**src/rtl/key_flag_gen.sv**
```systemverilog
// Debouncer for active-low piano buttons: one flag pulse plus note code per accepted press.
// Optional auto-repeat while a key stays held is enabled by defining KEY_AUTOREPEAT_EN.
module key_flag_gen #(
    parameter int          KEY_W        = 7,
    parameter logic [23:0] CNT_20MS_MAX = 24'd2_499_999,
    parameter logic [27:0] CNT_DLY_MAX  = 28'd62_499_999,
    parameter logic [27:0] CNT_RPT_MAX  = 28'd31_249_999
) (
    input  logic             clk,
    input  logic             rst_n,
    input  logic [KEY_W-1:0] key_in,
    output logic             flag,
    output logic [3:0]       key_code,
    output logic             key_held
);

    typedef enum logic [1:0] {
        IDLE       = 2'd0,
        PRESS_FILT = 2'd1,
        HELD       = 2'd2,
        REL_FILT   = 2'd3
    } state_t;

    // Lowest index whose bit is 0; unused upper bits are padded high so they never win.
    function automatic logic [3:0] lowest_low(input logic [15:0] v);
        logic [3:0] idx;
        idx = 4'd0;
        for (int i = 15; i >= 0; i--) begin
            idx = v[i] ? idx : 4'(i);
        end
        return idx;
    endfunction

    logic [KEY_W-1:0] sync1_r;
    logic [KEY_W-1:0] ks_r;
    logic [15:0]      ks_pad_s;
    logic             any_pressed_s;
    logic [3:0]       lowest_pressed_s;
    logic             sel_up_s;

    state_t           state_r;
    logic [3:0]       sel_r;
    logic [23:0]      cnt_r;

`ifdef KEY_AUTOREPEAT_EN
    logic [27:0]      rpt_cnt_r;
    logic             rpt_phase_r;
    logic [27:0]      rpt_limit_s;

    assign rpt_limit_s = rpt_phase_r ? CNT_RPT_MAX : CNT_DLY_MAX;
`else
    logic             unused_rpt_cfg_s;

    assign unused_rpt_cfg_s = ^{CNT_DLY_MAX, CNT_RPT_MAX};
`endif

    assign ks_pad_s         = {{(16-KEY_W){1'b1}}, ks_r};
    assign any_pressed_s    = ~(&ks_pad_s);
    assign lowest_pressed_s = lowest_low(ks_pad_s);
    assign sel_up_s         = ks_pad_s[sel_r];

    // Two-flop synchronizer; idles at all-ones (no key pressed).
    always_ff @(posedge clk or negedge rst_n) begin
        if (!rst_n) begin
            sync1_r <= {KEY_W{1'b1}};
            ks_r    <= {KEY_W{1'b1}};
        end else begin
            sync1_r <= key_in;
            ks_r    <= sync1_r;
        end
    end

    // Debounce FSM with registered outputs.
    always_ff @(posedge clk or negedge rst_n) begin
        if (!rst_n) begin
            state_r     <= IDLE;
            sel_r       <= 4'd0;
            cnt_r       <= 24'd0;
            flag        <= 1'b0;
            key_code    <= 4'd0;
            key_held    <= 1'b0;
`ifdef KEY_AUTOREPEAT_EN
            rpt_cnt_r   <= 28'd0;
            rpt_phase_r <= 1'b0;
`endif
        end else begin
            flag <= 1'b0;
            case (state_r)
                IDLE: begin
                    cnt_r <= 24'd0;
                    if (any_pressed_s) begin
                        sel_r   <= lowest_pressed_s;
                        state_r <= PRESS_FILT;
                    end else begin
                        state_r <= IDLE;
                    end
                end
                PRESS_FILT: begin
                    if (sel_up_s) begin
                        cnt_r   <= 24'd0;
                        state_r <= IDLE;
                    end else if (cnt_r == CNT_20MS_MAX) begin
                        cnt_r       <= 24'd0;
                        state_r     <= HELD;
                        flag        <= 1'b1;
                        key_code    <= sel_r + 4'd1;
                        key_held    <= 1'b1;
`ifdef KEY_AUTOREPEAT_EN
                        rpt_cnt_r   <= 28'd0;
                        rpt_phase_r <= 1'b0;
`endif
                    end else begin
                        cnt_r <= cnt_r + 24'd1;
                    end
                end
                HELD: begin
                    cnt_r <= 24'd0;
                    if (sel_up_s) begin
                        state_r     <= REL_FILT;
`ifdef KEY_AUTOREPEAT_EN
                        rpt_cnt_r   <= 28'd0;
                        rpt_phase_r <= 1'b0;
`endif
                    end else begin
                        state_r <= HELD;
`ifdef KEY_AUTOREPEAT_EN
                        // First repeat after the initial delay, then at the repeat period.
                        if (rpt_cnt_r == rpt_limit_s) begin
                            flag        <= 1'b1;
                            rpt_cnt_r   <= 28'd0;
                            rpt_phase_r <= 1'b1;
                        end else begin
                            rpt_cnt_r <= rpt_cnt_r + 28'd1;
                        end
`endif
                    end
                end
                REL_FILT: begin
                    if (!sel_up_s) begin
                        // Release bounce: resume holding without a new flag.
                        cnt_r       <= 24'd0;
                        state_r     <= HELD;
`ifdef KEY_AUTOREPEAT_EN
                        rpt_cnt_r   <= 28'd0;
                        rpt_phase_r <= 1'b0;
`endif
                    end else if (cnt_r == CNT_20MS_MAX) begin
                        cnt_r    <= 24'd0;
                        state_r  <= IDLE;
                        key_code <= 4'd0;
                        key_held <= 1'b0;
                    end else begin
                        cnt_r <= cnt_r + 24'd1;
                    end
                end
                default: begin
                    state_r  <= IDLE;
                    cnt_r    <= 24'd0;
                    key_code <= 4'd0;
                    key_held <= 1'b0;
                end
            endcase
        end
    end

endmodule

```
**config.mk**
```make
export PLATFORM = sky130hd
export DESIGN_NAME = key_flag_gen
export DESIGN_NICKNAME = d
export VERILOG_FILES = /design/src/rtl/key_flag_gen.sv
export SDC_FILE = /design/constraint.sdc
export NUM_CORES = 1
export LEC_CHECK = 0
export CORE_UTILIZATION = 31
export CTS_CLUSTER_SIZE = 10
export DETAILED_ROUTE_END_ITERATION = 7
export PLACE_DENSITY = 0.49
export SYNTH_ARGS = -nofsm -noshare
export SYNTH_HDL_FRONTEND = slang
export SYNTH_SLANG_ARGS = --single-unit
export TNS_END_PERCENT = 50
```
**constraint.sdc**
```tcl
create_clock -name clk -period 3.55 [get_ports clk]
set_input_delay 0.5325 -clock clk [delete_from_list [all_inputs] [get_ports clk]]
set_output_delay 0.5325 -clock clk [all_outputs]
set_load 0.02 [all_outputs]
```
**Run 1: signal wires on met1**

(4 px per um) Supply wires on this layer in gray.
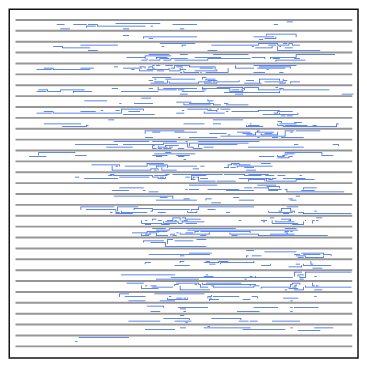
share of all routed wire: 54%
longest straight run: 30.4 um
nets with wire on the layer: 209
main direction: horizontal
wire length on this layer: 2,170 um

**Run 1: the metal 2 layer**

(3 px per um)
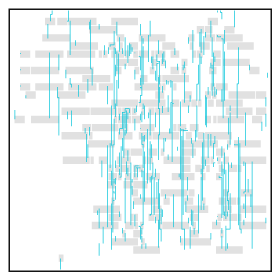
share of all routed wire: 43%
wire length on this layer: 1,710 um
nets with wire on the layer: 175
main direction: vertical

**Run 1: M3 wires**

(4 px per um)
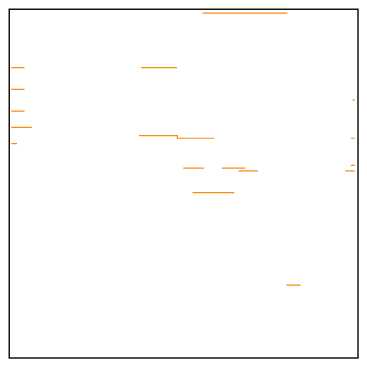
main direction: horizontal
longest straight run: 20.9 um
nets with wire on the layer: 15

==> results.txt, run 1 <==
This note records the results obtained with Yosys and OpenROAD.

Status
The flow ran to the end, and the final reports show no timing, DRC or antenna violations.

Synth
After synthesis, the design contains 204 cells according to Yosys. The post-synthesis average cell area is 10.9 um^2. The synthesis report lists the most area-consuming cells as dfrtp_1 39%, dfstp_2 16%, xnor2_1 6.3%. The synthesized netlist has a Yosys-reported chip area of 2230 um^2.

The biggest area consumer among synthesized cells is dfrtp_1. The distinct cell type count after synthesis is 39. Yosys reports that the most numerous cell types are 35 x dfrtp_1, 27 x nor2_1, 16 x xnor2_1.

The number of enable flip-flop cells is 0.

Setup path
STA puts the critical path data required time at 3.71 ns. Among cell families on the critical path, the largest total delay comes from AND-OR/OR-AND gates. The critical path maximum fanout is 21.

Cells and area
Per the layout report, the design carries 690 filler cells. Compared with the post-synthesis result, the final layout area differs by 15.0%. The layout cell share with drive strength beyond 1 is 14.5%. The finished layout holds 317 standard cells, fillers aside.

GRT
Global routing used 12.0% of the available tracks. The remaining global-route overflow is 0. The most utilized layer in the global route result is met2.

The met1 track demand over resource is 17.2%.

Placed design
Per the placement log, port buffering inserted 14 buffers. After legalization and detailed placement, the total HPWL measured 2.78 mm.

Power and ir drop
The part of the total power dissipated in sequential elements is 51.3%. The worst-case vdd ir drop is 163 uV.

Clock network
The post-CTS setup buffer count is 0. On the worst setup and hold paths after CTS, the clock-pin slew comes to 0.11 ns. The total number of clock tree sinks is 49. TritonCTS created 5 clock buffers.

STA
The transition time recorded at the tightest slew-check pin is 0.925 ns. The number of pins with negative max-slew slack in the final report is 0. For the final routed database, the setup TNS stands at 0 ns.

In the finished design, the share of the clock period the worst path needs comes to 61.4%.

Routing
Summed over all layers, the routed wires come to 4.01 mm. The first detailed-routing pass ran for 4 iterations. The total via count after detailed routing is 1,434. The wire length per cell is 12.7 um.

Run
The number of warnings in the stage logs is 26.
## run 1: layout make-up
class	instances	area [um^2]	share of cell area (%)
Timing Repair Buffer	15	143	5.56
Inverter	7	26.3	1.02
Clock inverter	3	28.8	1.12
Multi-Input combinational cell	142	935	36.4
Tap cell	96	120	4.68
Sequential cell	49	1240	48.5
Clock buffer	5	68.8	2.68
## run 1: power groups by stage
stage          sequential [mW]  clock [mW]  combinational (mW)
2_1_floorplan            0.637           0               0.192
3_3_place_gp             0.652           0               0.255
3_5_place_dp             0.653           0               0.254
4_1_cts                  0.643       0.375               0.256
5_1_grt                  0.651       0.404               0.284
6_report                 0.643       0.361               0.249
## run 1: layout by cell type (no fill, tap or decap), types with 3 or more instances in the layout
cell             instances
nor2_1                  27
xnor2_1                 16
inv_1                    7
or2_2                    3
and4_1                   4
a31oi_1                  4
nor3b_1                  4
nand3_1                 12
clkbuf_8                 5
nand4_1                  3
nor3_1                   6
nand2_1                 13
a221o_1                  3
mux2i_1                  3
dfstp_2                 14
xor2_1                   7
clkdlybuf4s50_1         13
and3_1                   7
o21ai_0                  4
nor2b_1                  3
dfrtp_1                 35
## run 1: routing by layer
metal	vias up	routed length, um
met5	-	0
met1	673	2170
met3	2	95
met2	23	1710
li1	736	-
met4	0	38
## run 1: sequential cells by signal, indices dropped and copies added (netlist names), named ones only
register and cells:
state_r 1, sync1_r 7, key_code 4, flag 1, cnt_r 24, ks_r 7, sel_r 3, key_held 1
## run 1: kinds of logic after synthesis
| kind of cell | after synthesis | synth area share, % |
|---|---|---|
| buf+inv | 13 | 2.47 |
| mux | 4 | 1.85 |
| simple gates | 93 | 23.4 |
| xor+xnor | 23 | 9.03 |
| flops | 49 | 55.8 |
| fa+ha+maj | 2 | 1.12 |
| compound gates | 20 | 6.34 |
## run 1: how the worst max path moves through the flow
stage | cells after the start | endpoint | start | slack (ns)
2_1_floorplan | 7 | key_code[0] | cnt_r[0] | 1.66
3_3_place_gp | 5 | cnt_r[4] | ks_r[4] | 1.36
3_5_place_dp | 5 | cnt_r[8] | ks_r[4] | 1.32
4_1_cts | 5 | cnt_r[8] | sel_r[1] | 1.31
5_1_grt | 5 | cnt_r[8] | sel_r[1] | 1.06
6_report | 5 | cnt_r[8] | ks_r[4] | 1.37
## run 1: worst reg2reg max path: cells and delay by family (launching register included)
kind	cells	cell delay (ns)
multiplexers	1	0.07
flip-flops	1	0.57
AND-OR/OR-AND	3	1.26
AND/OR/NAND/NOR	1	0.13
## run 1: metrics by stage
stage,setup WS [ns],util [%]
CTS,1.31,37.3
global route,1.06,37.3
floorplan,1.66,-
detailed placement,1.32,35.9
finish,1.37,37.3
global placement,1.36,35.9
==> run 2: changes to the inputs <==
PLACE_DENSITY = 0.51   (was 0.49)
clock period = 1.9 ns   (was 3.55 ns; I/O delays follow)
**Run 2: signal wires on met1**

(4 px per um) Supply wires on this layer in gray.
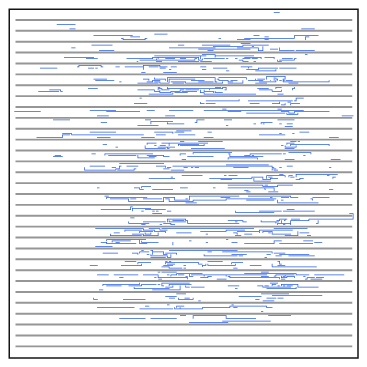
main direction: horizontal
share of all routed wire: 52%
longest straight run: 24.8 um
wire length on this layer: 2,150 um

**Run 2: the metal 2 layer**

(3 px per um)
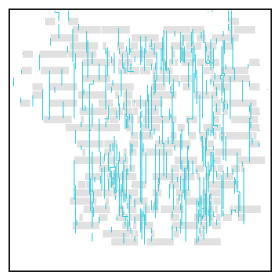
wire length on this layer: 1,880 um
share of all routed wire: 45%
main direction: vertical
nets with wire on the layer: 210
longest straight run: 36.6 um

==> run 2 against run 1 <==
- synthesized cell count stayed put
- sequential cell count stayed put
- clock-buffer cell count stayed put
- synthesized area stayed put
- cell count is 7.3% higher
- non-clock buffer count is 23 higher
- setup slack worse by 1.3 ns
- clock power is 83% higher
- utilization is 3.3 points higher
==> results.txt, run 2 <==
This note records the results obtained with Yosys and OpenROAD.

Cells and area
The register with the most flip-flops in the final layout is cnt_r. The library cells used most frequently in the layout, excluding fill and tap cells, are 35 x dfrtp_1, 27 x nor2_1, 22 x buf_4. Relative to the synthesized area, the layout overhead comes to 25.3%. Summing all multi-input logic gate instances after layout gives 976 um^2.

The largest registers in the layout are cnt_r (24), ks_r (7), sync1_r (7). The most frequent logic cell in the layout is dfrtp_1. Across the whole layout, storage elements account for 1240 um^2.

Fill cells in the final layout number 679. For this run, the share of the core covered by cells in the final layout is 40.7%. The layout cell share with drive strength beyond 1 is 25.4%.

STA
The transition time recorded at the tightest slew-check pin is 0.347 ns. The worst path uses 95.3% of the clock period. For reference, the final report shows the max-slew violation count at 0. The final timing report gives a worst setup slack of 0.0887 ns.

Synth
The commonest cells after synthesis are 35 x dfrtp_1, 27 x nor2_1, 16 x xnor2_1. In the synthesis report, Yosys lists the chip area as 2230 um^2. The number of warnings printed during yosys synthesis is 0. Per the Yosys statistics, synthesis produced 204 cells. The biggest area consumer among synthesized cells is dfrtp_1.

The number of enable flip-flop cells is 0. The area share of the largest cell type after synthesis is 39.3%. The post-synthesis average cell area is 10.9 um^2. Yosys attributes the largest share of cell area to dfrtp_1 39%, dfstp_2 16%, xnor2_1 6.3%.

The net count entering floorplan is 215. Counting distinct cell types in the post-synthesis netlist gives 39.

Placed design
The final HPWL from detailed placement is 2.95 mm. The count of buffers added on input and output ports is 14. The pre-CTS setup slack is -0.0128 ns.

GRT
The most utilized layer in the global route result is met2. Global routing consumed, over all layers together, 12.4% of the routing resources. The first global-routing pass estimated 7.25 mm of wire. The remaining global-route overflow is 0. Global routing used 16.8% of the available met1 tracks. The number of global-route vias before repair is 1,527.

The routing usage on met3 is 2.38%.

Setup path
At the worst endpoint, the required time is 2.10 ns. Looking at the critical path, the highest net fanout was 6.

Clock network
The total number of clock tree sinks is 49. On the reported timing paths, the clock transition at the registers reads 0.10 ns. The root buffer cell chosen for the clock tree is clkbuf_8.

The clock buffer count from CTS is 5.

Floorplanning
The total core area is 6870 um^2. The count of standard-cell rows is 30.

Routing
The wire length reported by the detailed router is 4.17 mm. The number of remaining DRC errors is 0. The wire length per cell is 12.3 um. The first detailed-routing pass took 4 iterations. Summing over every cut layer, the via total after detailed routing is 1,546.

Run
OpenROAD emitted warnings numbering 27.

Power and ir drop
The power report lists cell-internal power as 1.67 mW. The worst-case vdd ir drop is 309 uV. The total leakage power is 1.17 nW. In this run, flip-flops and latches consume 49.0% of the power.

Status
The flow ran to the end, and the final reports show no timing, DRC or antenna violations.
[run 2: stage by stage]
stage / cell area [um^2] / setup TNS (ns) / cells
detailed placement: 2630 / -0.0245 / 330
global placement: 2630 / 0 / 330
floorplan: 2230 / 0 / 204
global route: 2790 / -0.0965 / 340
finish: 2790 / 0 / 340
CTS: 2750 / 0 / 339
[run 2: critical path, stage by stage, from the launching register on]
cell and delay, ns:
dfrtp_1 0.48, nor4bb_1 0.38, a31oi_2 0.10, and4_1 0.25, or2_2 0.32, and3_1 0.18
[run 2: final timing paths]
kind,start,slack (ns),to,cells past startpoint
min in group asynchronous,rst_n,0.48,key_code[1],3
hold reg to reg,sync1_r[6],0.36,ks_r[6],0
hold / removal,sync1_r[6],0.36,ks_r[6],0
setup / recovery,sel_r[1],0.09,cnt_r[1],5
setup reg to reg,sel_r[1],0.09,cnt_r[1],5
max in group asynchronous,rst_n,1.14,ks_r[1],3
[run 2: repair_timing]
action | in CTS | in global routing
endpoints found under the setup margin | 3 | 15
pin swaps | 0 | 1
hold endpoints to repair | 35 | 0
hold buffers | 1 | 0
gates resized | 2 | 7
setup buffers | 0 | 1
[run 2: area by class of cell]
class	instances	area share [%]
Clock buffer	5	2.46
Clock inverter	3	1.03
Sequential cell	49	44.5
Multi-Input combinational cell	142	34.9
Inverter	7	0.940
Tap cell	96	4.30
Timing Repair Buffer	38	11.8
[run 2: cell families (layout without fill, tap and decap cells)]
family / after synthesis / in the layout / synth area share (%)
xor+xnor: 23 / 23 / 9.03
mux: 4 / 4 / 1.85
simple gates: 93 / 93 / 23.4
flops: 49 / 49 / 55.8
fa+ha+maj: 2 / 2 / 1.12
buf+inv: 13 / 53 / 2.47
compound gates: 20 / 20 / 6.34
[run 2: power groups by stage]
stage / registers (mW) / clock network [mW] / logic [mW]
detailed placement: 1.22 / 0 / 0.570
floorplan: 1.19 / 0 / 0.359
global route: 1.22 / 0.727 / 0.677
global placement: 1.22 / 0 / 0.573
finish: 1.21 / 0.660 / 0.596
CTS: 1.21 / 0.701 / 0.576
[run 2: layer usage]
layer	vias up	part of all wire, %
met4	0	1.3
met2	17	45
li1	786	-
met3	4	2.0
met5	-	0
met1	739	52
Power is estimated from default activity; no workload was simulated.
